`config.mk`:
```
export PLATFORM = sky130hd
export DESIGN_NAME = prga_flat
export DESIGN_NICKNAME = d
export VERILOG_FILES = /design/src/rtl/prga_if.sv /design/src/rtl/prga.sv /design/src/flat_wrapper.sv
export SDC_FILE = /design/constraint.sdc
export NUM_CORES = 1
export LEC_CHECK = 0
export CAP_MARGIN = 20
export CORE_UTILIZATION = 50
export CTS_CLUSTER_SIZE = 20
export DETAILED_ROUTE_END_ITERATION = 16
export HOLD_SLACK_MARGIN = 0.08
export PLACE_DENSITY = 0.79
export SYNTH_ARGS = -nofsm -noshare
export SYNTH_HDL_FRONTEND = slang
export SYNTH_SLANG_ARGS = --single-unit
```
`constraint.sdc`:
```
create_clock -name clk -period 2.5 [get_ports clk]
set_input_delay 0.75 -clock clk [delete_from_list [all_inputs] [get_ports clk]]
set_output_delay 0.75 -clock clk [all_outputs]
set_load 0.05 [all_outputs]
```
`src/rtl/prga_if.sv`:
```
// prga_if: ARC4 PRGA request handshake plus S/ct/pt memory ports; pt_valid exists only with PRGA_PRINTABLE_CHECK_EN
interface prga_if;
  logic en;
  logic rdy;
  logic [7:0] s_addr;
  logic [7:0] s_rddata;
  logic [7:0] s_wrdata;
  logic s_wren;
  logic [7:0] ct_addr;
  logic [7:0] ct_rddata;
  logic [7:0] pt_addr;
  logic [7:0] pt_wrdata;
  logic pt_wren;
`ifdef PRGA_PRINTABLE_CHECK_EN
  logic pt_valid;
`endif
  modport master (
`ifdef PRGA_PRINTABLE_CHECK_EN
    output pt_valid,
`endif
    input en, s_rddata, ct_rddata,
    output rdy, s_addr, s_wrdata, s_wren, ct_addr, pt_addr, pt_wrdata, pt_wren
  );
  modport slave (
`ifdef PRGA_PRINTABLE_CHECK_EN
    input pt_valid,
`endif
    output en, s_rddata, ct_rddata,
    input rdy, s_addr, s_wrdata, s_wren, ct_addr, pt_addr, pt_wrdata, pt_wren
  );
endinterface

```
`src/rtl/prga.sv`:
```
// prga: ARC4 keystream generation and ct->pt XOR; PRGA_PRINTABLE_CHECK_EN adds the pt_valid all-printable flag
module prga (
  input logic clk,
  input logic rst_n,
  prga_if.master bus
);
  typedef enum logic [3:0] {
    IDLE, RD_LEN, WAIT_LEN, WR_LEN, RD_SI, WAIT_SI, RD_SJ,
    WAIT_SJ, WR_SI, WR_SJ, RD_PAD, WAIT_PAD, WR_PT
  } state_t;
  state_t state;
  logic [7:0] i, j, k, len, si, sj;
  // Sequencer; every memory-port output is loaded on the edge entering the state that owns it
  always_ff @(posedge clk or negedge rst_n)
    if (!rst_n) begin
      state <= IDLE;
      bus.rdy <= 1'b1;
      bus.s_addr <= 8'd0;
      bus.s_wrdata <= 8'd0;
      bus.s_wren <= 1'b0;
      bus.ct_addr <= 8'd0;
      bus.pt_addr <= 8'd0;
      bus.pt_wrdata <= 8'd0;
      bus.pt_wren <= 1'b0;
`ifdef PRGA_PRINTABLE_CHECK_EN
      bus.pt_valid <= 1'b0;
`endif
      i <= 8'd0;
      j <= 8'd0;
      k <= 8'd0;
      len <= 8'd0;
      si <= 8'd0;
      sj <= 8'd0;
    end else
      case (state)
        IDLE:
          if (bus.en) begin
            state <= RD_LEN;
            bus.rdy <= 1'b0;
            bus.ct_addr <= 8'd0;
`ifdef PRGA_PRINTABLE_CHECK_EN
            bus.pt_valid <= 1'b1;
`endif
          end
        RD_LEN: state <= WAIT_LEN;
        WAIT_LEN: begin
          len <= bus.ct_rddata;
          bus.pt_addr <= 8'd0;
          bus.pt_wrdata <= bus.ct_rddata;
          bus.pt_wren <= 1'b1;
          state <= WR_LEN;
        end
        WR_LEN: begin
          bus.pt_wren <= 1'b0;
          k <= 8'd1;
          i <= 8'd1;
          j <= 8'd0;
          bus.s_addr <= 8'd1;
          bus.rdy <= len == 8'd0;
          state <= len == 8'd0 ? IDLE : RD_SI;
        end
        RD_SI: state <= WAIT_SI;
        WAIT_SI: begin
          si <= bus.s_rddata;
          j <= j + bus.s_rddata;
          bus.s_addr <= j + bus.s_rddata;
          state <= RD_SJ;
        end
        RD_SJ: state <= WAIT_SJ;
        WAIT_SJ: begin
          sj <= bus.s_rddata;
          bus.s_addr <= i;
          bus.s_wrdata <= bus.s_rddata;
          bus.s_wren <= 1'b1;
          state <= WR_SI;
        end
        WR_SI: begin
          bus.s_addr <= j;
          bus.s_wrdata <= si;
          bus.ct_addr <= k;
          state <= WR_SJ;
        end
        WR_SJ: begin
          bus.s_wren <= 1'b0;
          bus.s_addr <= si + sj;
          state <= RD_PAD;
        end
        RD_PAD: state <= WAIT_PAD;
        WAIT_PAD: begin
          bus.pt_addr <= k;
          bus.pt_wrdata <= bus.s_rddata ^ bus.ct_rddata;
          bus.pt_wren <= 1'b1;
          state <= WR_PT;
        end
        WR_PT: begin
          bus.pt_wren <= 1'b0;
`ifdef PRGA_PRINTABLE_CHECK_EN
          if (bus.pt_wrdata < 8'h20 || bus.pt_wrdata > 8'h7e) bus.pt_valid <= 1'b0;
`endif
          if (k == len) begin
            bus.rdy <= 1'b1;
            state <= IDLE;
          end else begin
            k <= k + 8'd1;
            i <= i + 8'd1;
            bus.s_addr <= i + 8'd1;
            state <= RD_SI;
          end
        end
        default: state <= IDLE;
      endcase
endmodule
```
`src/flat_wrapper.sv`:
```
// flat-port wrapper written by rule: the top's interface ports become plain ports
module prga_flat 
  (clk, rst_n, bus_en, bus_s_rddata, bus_ct_rddata, bus_rdy, bus_s_addr, bus_s_wrdata, bus_s_wren, bus_ct_addr, bus_pt_addr, bus_pt_wrdata, bus_pt_wren);
  prga_if bus_i ();
  input logic clk;
  input logic rst_n;
  input wire logic [$bits(bus_i.en)-1:0] bus_en;
  input wire logic [$bits(bus_i.s_rddata)-1:0] bus_s_rddata;
  input wire logic [$bits(bus_i.ct_rddata)-1:0] bus_ct_rddata;
  output wire logic [$bits(bus_i.rdy)-1:0] bus_rdy;
  output wire logic [$bits(bus_i.s_addr)-1:0] bus_s_addr;
  output wire logic [$bits(bus_i.s_wrdata)-1:0] bus_s_wrdata;
  output wire logic [$bits(bus_i.s_wren)-1:0] bus_s_wren;
  output wire logic [$bits(bus_i.ct_addr)-1:0] bus_ct_addr;
  output wire logic [$bits(bus_i.pt_addr)-1:0] bus_pt_addr;
  output wire logic [$bits(bus_i.pt_wrdata)-1:0] bus_pt_wrdata;
  output wire logic [$bits(bus_i.pt_wren)-1:0] bus_pt_wren;
  assign bus_i.en = bus_en;
  assign bus_i.s_rddata = bus_s_rddata;
  assign bus_i.ct_rddata = bus_ct_rddata;
  assign bus_rdy = bus_i.rdy;
  assign bus_s_addr = bus_i.s_addr;
  assign bus_s_wrdata = bus_i.s_wrdata;
  assign bus_s_wren = bus_i.s_wren;
  assign bus_ct_addr = bus_i.ct_addr;
  assign bus_pt_addr = bus_i.pt_addr;
  assign bus_pt_wrdata = bus_i.pt_wrdata;
  assign bus_pt_wren = bus_i.pt_wren;
  prga u_core (.clk(clk), .rst_n(rst_n), .bus(bus_i));
endmodule
```
run_1/io_placement.png
Pins as bars across the die edge, other pins in grey.
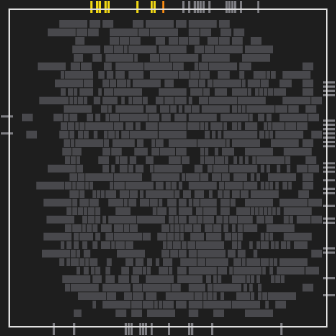
colour	port	pins	direction	edge
orange	bus_pt_wren	1	output	top
yellow	bus_ct_addr	8	output	top
all pins by edge	24 right, 22 top, 14 bottom, 2 left
vertical extent of the die: 101 um
count of input and output buffers: 61
Die X-Extent: 101 um

run_1/clocks.png
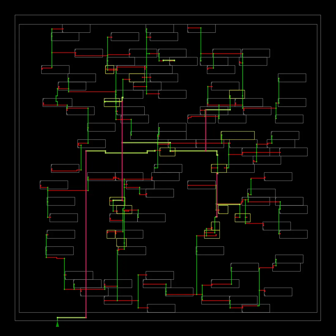
clock buffer count in the final layout: 9
clock network latency to the later pin of the worst-skew pair: 0.36 ns
clock net sink count: 95
Post-Route Skew: 0.0107 ns
number of buffers created by CTS: 9

==> out/qor.tcl, run 1 <==
set qor(outcome) {finished, final reports clean}
set qor(power.share.switching_pct) 46.0
set qor(top_area_share_pct) 48.0
set qor(total_power_w) 0.00789
set qor(worst_path_max_delay_cell) {sky130_fd_sc_hd__clkdlybuf4s50_1}
set qor(cell_internal_power_w) 0.00426
set qor(post_synth_main_area_contributors) {sky130_fd_sc_hd__dfrtp_1 48%, sky130_fd_sc_hd__nand2_1 6.7%, sky130_fd_sc_hd__ha_1 4.1%}
set qor(edf_count) 0
set qor(data_arrival_time_of_the_worst_path_ns) 1.71
set qor(min_path_type) {in -> async}
set qor(maxSlewHeadroom_pct) 56.7
set qor(design.core.area_um2) 9370
set qor(lay_top_cells) {94 x sky130_fd_sc_hd__dfrtp_1, 88 x sky130_fd_sc_hd__nand2_1, 54 x sky130_fd_sc_hd__clkdlybuf4s50_1}
set qor(finish.net_count) 629
set qor(wire_per_inst_um) 17.4
set qor(clkSlewWorstSetupHoldPaths_ns) 0.10
set qor(chip_area_um2) 10200
set qor(post-route-worst-setup-slack_ns) 0.0440
set qor(cpPeakStageDelay_ns) 0.79
set qor(post-route-util_pct) 65.2
set qor(finalNonFillerCells) 725
set qor(clock_power_share_pct) 13.0
set qor(synth.logic.top_family) {simple AND/OR/NAND/NOR gates}
set qor(post_route_cells_drive_above_1_share_pct) 16.8
set qor(timing.reg2reg.setup_slack_ns) 0.19
set qor(mostFrequentLayoutCell) {sky130_fd_sc_hd__dfrtp_1}
set qor(place.detailed.instances) 707
set qor(maximum_number_of_pins_on_one_net_before_global_route_repair) 45
set qor(cts_hold_buffers) 0
set qor(synth.cellmix.adderShare_pct) 4.90
set qor(post-cts-setup-buffer-count) 3
set qor(path_delay_family) {buffers and inverters}
set qor(synth_unique_cells) 65
set qor(compound_area_share_pct) 17.8
set qor(async_set_or_reset_flop_fraction_in_the_synthesized_netlist_pct) 100
set qor(root_buffer_selected_by_cts) {sky130_fd_sc_hd__clkbuf_8}
set qor(cts.path.max_buffers) 2
set qor(antenna_violations_before_repair) 0
set qor(finalCriticalPeriod_ns) 2.46
set qor(cp_num_buf_inv) 1
set qor(grt_busiest_layer) {met2}
set qor(crit_path_cell_trace) {clkdlybuf4s50_1}
set qor(gr-usage-met3_pct) 2.98
set qor(place_ws_ns) -0.601
set qor(seq_power_w) 0.00266
set qor(final_setup_violation_count) 0
set qor(synthDominantAreaCellType) {sky130_fd_sc_hd__dfrtp_1}
set qor(met3_wirelength_um) 671
set qor(number_of_diodes) 0
set qor(drc) 0
set qor(floorplan.initialDensity_pct) 52.3
set qor(routed.top_layer) {met4}
set qor(setup.worst_path.start_class) {flop}
set qor(global_route_wire_length_before_repair_um) 20300
set qor(routedLengthMet1_um) 5550
set qor(peakVddDrop_mv) 0.517
set qor(worst_pin_slew_ns) 0.650
set qor(achievable-frequency_mhz) 407
set qor(clock_net_power_w) 0.00102
set qor(mux_share_pct) 1.84
set qor(synth_flops) 95
set qor(route.met2.wl_um) 6250
set qor(most_common_reg_cell) {sky130_fd_sc_hd__dfrtp_1}
set qor(p_leak_nw) 2.77
set qor(gp_routability_congestion) 0.878
set qor(drt_pre_antenna_iters) 5
set qor(power.group.top) {combinational logic}
set qor(final_ant_viol_nets) 0
set qor(io_pins) 62
set qor(pwr-share-comb_pct) 53.3
set qor(post_synth.cell_area_avg_um2) 9.74
set qor(synthToLayoutAreaGrowth_pct) 24.7
set qor(initialDrtViolationCount) 282
set qor(cts_tree) {yes}
set qor(fillers) 752
set qor(final-hold-violation-count) 0
set qor(path_max_fanout) 2
set qor(grt-ovfl-total) 0
set qor(yosysCellCount) 503
set qor(via_count_of_the_first_global_routing_pass) 4121
set qor(route.detailed.vias_per_inst) 5.85
set qor(xor_share_pct) 4.47
set qor(global_route.usage.total_pct) 25.8
set qor(grt.met2_usage_pct) 42.3
set qor(warning_count) 26
set qor(criticalPathCategory) {reg -> out}
set qor(critical_path.endpoint_type) {output pin}
set qor(dp_hpwl_um) 9100
set qor(rsz0062_at_grt) {false}
set qor(power.sequential.fraction_pct) 33.8
set qor(floorplan.nets) 540
set qor(yosysChipArea_um2) 4900
set qor(max_slew_violation_total_from_the_final_report) 0
set qor(cp.required_ns) 1.75
set qor(std_cell_rows) 35
set qor(max_cap_violations) 0
set qor(post_cts_resized) 7
set qor(post_synth_most_frequent_cells) {94 x sky130_fd_sc_hd__dfrtp_1, 88 x sky130_fd_sc_hd__nand2_1, 47 x sky130_fd_sc_hd__nor2_1, 25 x sky130_fd_sc_hd__a21oi_1, 24 x sky130_fd_sc_hd__nand3_1}
set qor(power_per_cell_area_nw_per_um2) 1290
set qor(synthCells) 503
set qor(p_sw_w) 0.00363
set qor(ys.warnings.count) 0
set qor(synth.most_common_cell) {sky130_fd_sc_hd__dfrtp_1}
set qor(post_layout_period_usage_pct) 98.2
set qor(pg_comb_w) 0.00420
set qor(post_synth_design_cell_area_um2) 4900
set qor(cts_max_level) 3
set qor(synth.yosys.seq_area_share_pct) 48.5
set qor(simple_share_pct) 19.4
run_1/layer_met1.png
Supply wires on this layer in grey.
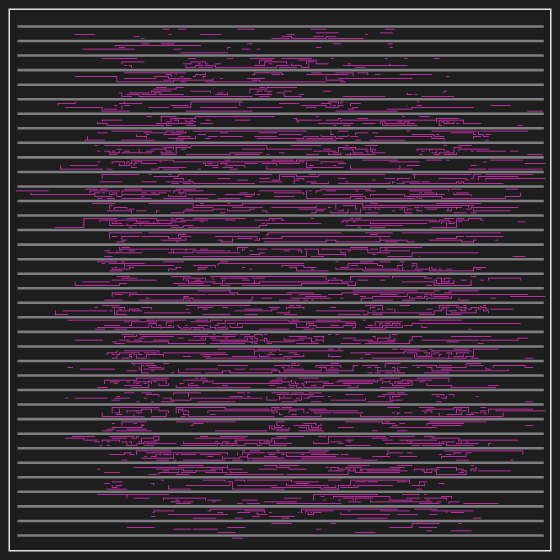
main direction	horizontal
nets with wire on the layer	577
share of all routed wire	44%
wire length on this layer	5550 um
longest straight run	26.7 um
final wirelength: 12600 um
overall via count from detail_route: 4243
met1 GRT Util: 35.8%

[run 1: sequential cells by signal, indices dropped and copies added (netlist names)]
signal,flops
u_core.i,8
u_core.bus.pt_addr,8
u_core.k,8
u_core.sj,8
u_core.bus.s_addr,8
u_core.si,8
u_core.bus.s_wren,1
u_core.len,8
u_core.bus.pt_wren,1
u_core.j,8
u_core.bus.pt_wrdata,8
u_core.bus.ct_addr,8
u_core.bus.rdy,1
u_core.bus.s_wrdata,8
u_core.state,4
[run 1: cell type report]
cell class | instances | area (um^2) | area share [%]
clock buffer | 9 | 124 | 2.03
timing repair buffer | 99 | 917 | 15.0
tap | 129 | 161 | 2.64
multi-input combinational | 378 | 2430 | 39.7
sequential | 95 | 2380 | 38.9
inverter | 9 | 33.8 | 0.553
clock inverter | 6 | 70.1 | 1.15
[run 1: cell families after synthesis]
| family | after synthesis |
|---|---|
| simple gates | 208 |
| compound gates | 119 |
| flops | 95 |
| buf+inv | 30 |
| xor+xnor | 25 |
| fa+ha+maj | 18 |
| mux | 8 |
[run 1: final timing paths]
| path | from | end | depth (start not counted) |
|---|---|---|---|
| worst max-delay path | u_core.bus.rdy | bus_rdy | 1 |
| worst min-delay path | rst_n | u_core.bus.s_addr[0] | 1 |
| worst max register to register | u_core.si[1] | u_core.bus.s_addr[7] | 8 |
| worst min register to register | u_core.bus.s_wren | u_core.bus.s_wren | 2 |
| max in group asynchronous | rst_n | u_core.bus.s_wrdata[5] | 2 |
| min in group clk | u_core.bus.s_wren | u_core.bus.s_wren | 2 |
[run 1: stage by stage]
step / TNS, ns / area (um^2) / hold slack [ns]
finish: 0 / 6110 / 0.289
global route: 0 / 6110 / 0.311
CTS: 0 / 6080 / 0.299
detailed placement: -3.43 / 5830 / 0.463
global placement: -2.86 / 5830 / 0.461
floorplan: 0 / 4900 / 0.452
==> run 2, diff against run 1 <==
--- a/config.mk
+++ b/config.mk
@@ -5,6 +5,7 @@
 export SDC_FILE = /design/constraint.sdc
 export NUM_CORES = 1
 export LEC_CHECK = 0
+export ABC_AREA = 1
 export CAP_MARGIN = 20
 export CORE_UTILIZATION = 50
 export CTS_CLUSTER_SIZE = 20
@@ -14,3 +15,4 @@
 export SYNTH_ARGS = -nofsm -noshare
 export SYNTH_HDL_FRONTEND = slang
 export SYNTH_SLANG_ARGS = --single-unit
+export TNS_END_PERCENT = 5
run_2/power_grid.png
Pins as bars on the die edge.
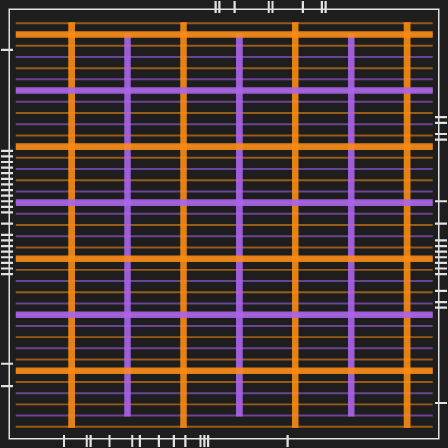
colour	net
orange	VSS
purple	VDD
met4 straps	7
rows	36
met1 rails	37
met5 straps	7
signal pins	62
vertical extent of the die: 104 um
Die X-Extent: 104 um
area of the core: 9910 um^2
worst ir drop on vdd: 0.656 mV

==> run 2 against run 1 <==
- worst hold slack better by 0.032 ns
- power is 8.4% lower
- clock skew rose by 0.0017 ns
- clock-buffer cell count grew 1
- die area up 5.8%
- critical endpoint unchanged
- largest cell class is now flip-flops and latches
==> out/qor.tcl, run 2 <==
set qor(final_ant_viol_nets) 0 ;# unchanged
set qor(top_area_share_pct) 45.3 ;# was 48.0%
set qor(drt_wl_total_um) 13100 ;# was 12600 um
set qor(max_slew_violation_total_from_the_final_report) 0 ;# unchanged
set qor(finalNonFillerCells) 879 ;# was 725
set qor(min_path_type) {in -> async} ;# unchanged
set qor(maximum_number_of_pins_on_one_net_before_global_route_repair) 43 ;# was 45
set qor(route.detailed.vias_per_inst) 5.22 ;# was 5.85
set qor(place_ws_ns) -0.159 ;# was -0.601 ns
set qor(final_setup_violation_count) 0 ;# unchanged
set qor(cts_sinks) 95 ;# unchanged
set qor(drt_pre_antenna_iters) 5 ;# unchanged
set qor(power_per_cell_area_nw_per_um2) 1160 ;# was 1290 nW/um^2
set qor(crit_path_cell_trace) {clkdlybuf4s50_1} ;# unchanged
set qor(data_arrival_time_of_the_worst_path_ns) 1.71 ;# about the same
set qor(warning_count) 26 ;# unchanged
set qor(yosysCellCount) 665 ;# was 503
set qor(cts_tree) {yes} ;# unchanged
set qor(finalCriticalPeriod_ns) 2.46 ;# about the same
set qor(post-route-worst-setup-slack_ns) 0.0367 ;# was 0.0440 ns
set qor(wire_per_inst_um) 14.8 ;# was 17.4 um
set qor(ys.warnings.count) 0 ;# unchanged
set qor(io_pins) 62 ;# unchanged
set qor(critical_path.endpoint_type) {output pin} ;# unchanged
set qor(worst_path_max_delay_cell) {sky130_fd_sc_hd__clkdlybuf4s50_1} ;# unchanged
set qor(cp_num_buf_inv) 1 ;# unchanged
set qor(path_max_fanout) 2 ;# unchanged
set qor(count_of_input_and_output_buffers) 61 ;# unchanged
set qor(gp_routability_congestion) 0.971 ;# was 0.878
set qor(criticalPathCategory) {reg -> out} ;# unchanged
set qor(fin_area_um2) 6220 ;# was 6110 um^2
set qor(synthDominantAreaCellType) {sky130_fd_sc_hd__dfrtp_1} ;# unchanged
set qor(cts_max_level) 3 ;# unchanged
set qor(std_cell_rows) 36 ;# was 35
set qor(maxSlewHeadroom_pct) 64.6 ;# was 56.7%
set qor(post_synth_most_frequent_cells) {215 x sky130_fd_sc_hd__nand2_1, 94 x sky130_fd_sc_hd__dfrtp_1, 90 x sky130_fd_sc_hd__inv_1, 47 x sky130_fd_sc_hd__nand3_1, 41 x sky130_fd_sc_hd__nor2_1} ;# was 94 x sky130_fd_sc_hd__dfrtp_1, 88 x sky130_fd_sc_hd__nand2_1, 47 x sky130_fd_sc_hd__nor2_1, 25 x sky130_fd_sc_hd__a21oi_1, 24 x sky130_fd_sc_hd__nand3_1
set qor(worst_skew_pair.late_latency_ns) 0.39 ;# was 0.36 ns
set qor(number_of_diodes) 0 ;# unchanged
set qor(logic_depth_of_the_worst_register_to_register_path) 10 ;# was 8
set qor(total_power_w) 0.00722 ;# was 0.00789 W
set qor(post_synth.cell_area_avg_um2) 7.80 ;# was 9.74 um^2
set qor(initialDrtViolationCount) 261 ;# was 282
set qor(synth.yosys.seq_area_share_pct) 45.8 ;# was 48.5%
set qor(outcome) {finished, final reports clean} ;# unchanged
set qor(timing.rr.start) {u_core.state[3]} ;# was u_core.si[1]
set qor(dp_hpwl_um) 9870 ;# was 9100 um
set qor(numCtsBuffers) 9 ;# unchanged
set qor(synth.most_common_cell) {sky130_fd_sc_hd__nand2_1} ;# was sky130_fd_sc_hd__dfrtp_1
set qor(path_delay_family) {buffers and inverters} ;# unchanged
set qor(post_layout_period_usage_pct) 98.5 ;# was 98.2%
set qor(p_leak_nw) 3.14 ;# was 2.77 nW
set qor(cts.path.max_buffers) 2 ;# unchanged
set qor(lay_top_cells) {215 x sky130_fd_sc_hd__nand2_1, 94 x sky130_fd_sc_hd__dfrtp_1, 90 x sky130_fd_sc_hd__inv_1} ;# was 94 x sky130_fd_sc_hd__dfrtp_1, 88 x sky130_fd_sc_hd__nand2_1, 54 x sky130_fd_sc_hd__clkdlybuf4s50_1
set qor(cpPeakStageDelay_ns) 0.80 ;# was 0.79 ns
set qor(yosysChipArea_um2) 5190 ;# was 4900 um^2
set qor(cp.required_ns) 1.75 ;# about the same
set qor(mostFrequentLayoutCell) {sky130_fd_sc_hd__nand2_1} ;# was sky130_fd_sc_hd__dfrtp_1
set qor(cts_hold_buffers) 0 ;# unchanged
set qor(place.detailed.instances) 863 ;# was 707
set qor(most_common_reg_cell) {sky130_fd_sc_hd__dfrtp_1} ;# unchanged
set qor(post_synth_main_area_contributors) {sky130_fd_sc_hd__dfrtp_1 45%, sky130_fd_sc_hd__nand2_1 16%, sky130_fd_sc_hd__inv_1 6.5%} ;# was sky130_fd_sc_hd__dfrtp_1 48%, sky130_fd_sc_hd__nand2_1 6.7%, sky130_fd_sc_hd__ha_1 4.1%
set qor(grt-ovfl-total) 0 ;# unchanged
set qor(finish.net_count) 778 ;# was 629
set qor(final.setup_skew_ns) 0.0124 ;# was 0.0107 ns
set qor(setup_total_negative_slack_ns) 0 ;# unchanged
set qor(floorplan.initialDensity_pct) 52.4 ;# was 52.3%
set qor(achievable-frequency_mhz) 406 ;# was 407 MHz
set qor(synth_unique_cells) 34 ;# was 65
set qor(edf_count) 0 ;# unchanged
set qor(timing.reg2reg.setup_slack_ns) 0.55 ;# was 0.19 ns
set qor(post-route-util_pct) 62.8 ;# was 65.2%
set qor(fillers) 872 ;# was 752
set qor(root_buffer_selected_by_cts) {sky130_fd_sc_hd__clkbuf_8} ;# unchanged
set qor(global_route.usage.total_pct) 26.0 ;# was 25.8%
set qor(worst_pin_slew_ns) 0.529 ;# was 0.650 ns
set qor(r2r-end) {u_core.bus.s_addr[2]} ;# was u_core.bus.s_addr[7]
set qor(whs_ns) 0.322 ;# was 0.289 ns
set qor(synthCells) 665 ;# was 503
set qor(post-cts-setup-buffer-count) 0 ;# was 3
set qor(overall_via_count_from_detail_route) 4587 ;# was 4243
set qor(rsz0062_at_grt) {false} ;# unchanged
set qor(post_synth_design_cell_area_um2) 5190 ;# was 4900 um^2
run_2/io_placement.png
Pins as bars across the die edge, other pins in grey.
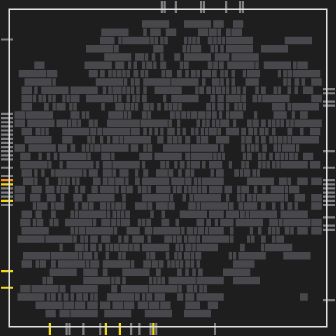
colour	port	pins	direction	edge
yellow	bus_ct_addr	8	output	4 bottom, 4 left
orange	bus_pt_wren	1	output	left

[run 2: cell types whose count changed in the layout (fill, tap and decap cells not counted), sizes merged, moves of 8 or more]
cell,change
a21oi,-11
a22o,-20
buf,-23
inv,+89
mux2,-8
nand2,+135
nand3,+23
nor3,-10
o21ai,+29
o221a,-8
o22ai,+12
xnor2,-11
[run 2: logic make-up after synthesis]
logic type | count (synthesis) | share of synthesized area [%]
xor+xnor | 17 | 2.87
buf+inv | 110 | 8.68
compound gates | 83 | 9.40
simple gates | 342 | 28.6
flops | 95 | 45.8
fa+ha+maj | 18 | 4.63
[run 2: where the power goes]
part           switching [W]  internal [W]
Combinational        0.00250       0.00126
Clock               0.000579      0.000493
Sequential          0.000349       0.00204
[run 2: how the worst max path moves through the flow]
stage | from | end | slack (ns) | depth (start not counted)
2_1_floorplan | bus_s_rddata[0] | u_core.bus.s_addr[4] | 0.40 | 9
3_3_place_gp | bus_s_rddata[0] | u_core.bus.s_addr[4] | -0.14 | 10
3_5_place_dp | bus_s_rddata[0] | u_core.bus.s_addr[4] | -0.16 | 10
4_1_cts | u_core.bus.rdy | bus_rdy | 0.02 | 1
5_1_grt | u_core.bus.rdy | bus_rdy | 0.01 | 1
6_report | u_core.bus.rdy | bus_rdy | 0.04 | 1
[run 2: area by class of cell]
type                    count  area, um^2  area share [%]
flip-flops and latches     95        2380            38.2
inverters                  99         377            6.06
well taps                 133         166            2.68
repair buffers             76         733            11.8
multi-input cells         460        2360            37.9
clock inverters             6        67.6            1.09
clock buffers              10         138            2.21
[run 2: layer usage]
layer	track usage (%)	routed length [um]
met4	11.3	312
met1	34.3	5820
met5	0	0
met2	42.4	6190
met3	4.39	734
No activity file was given, so power comes from the tool's default toggle rates.
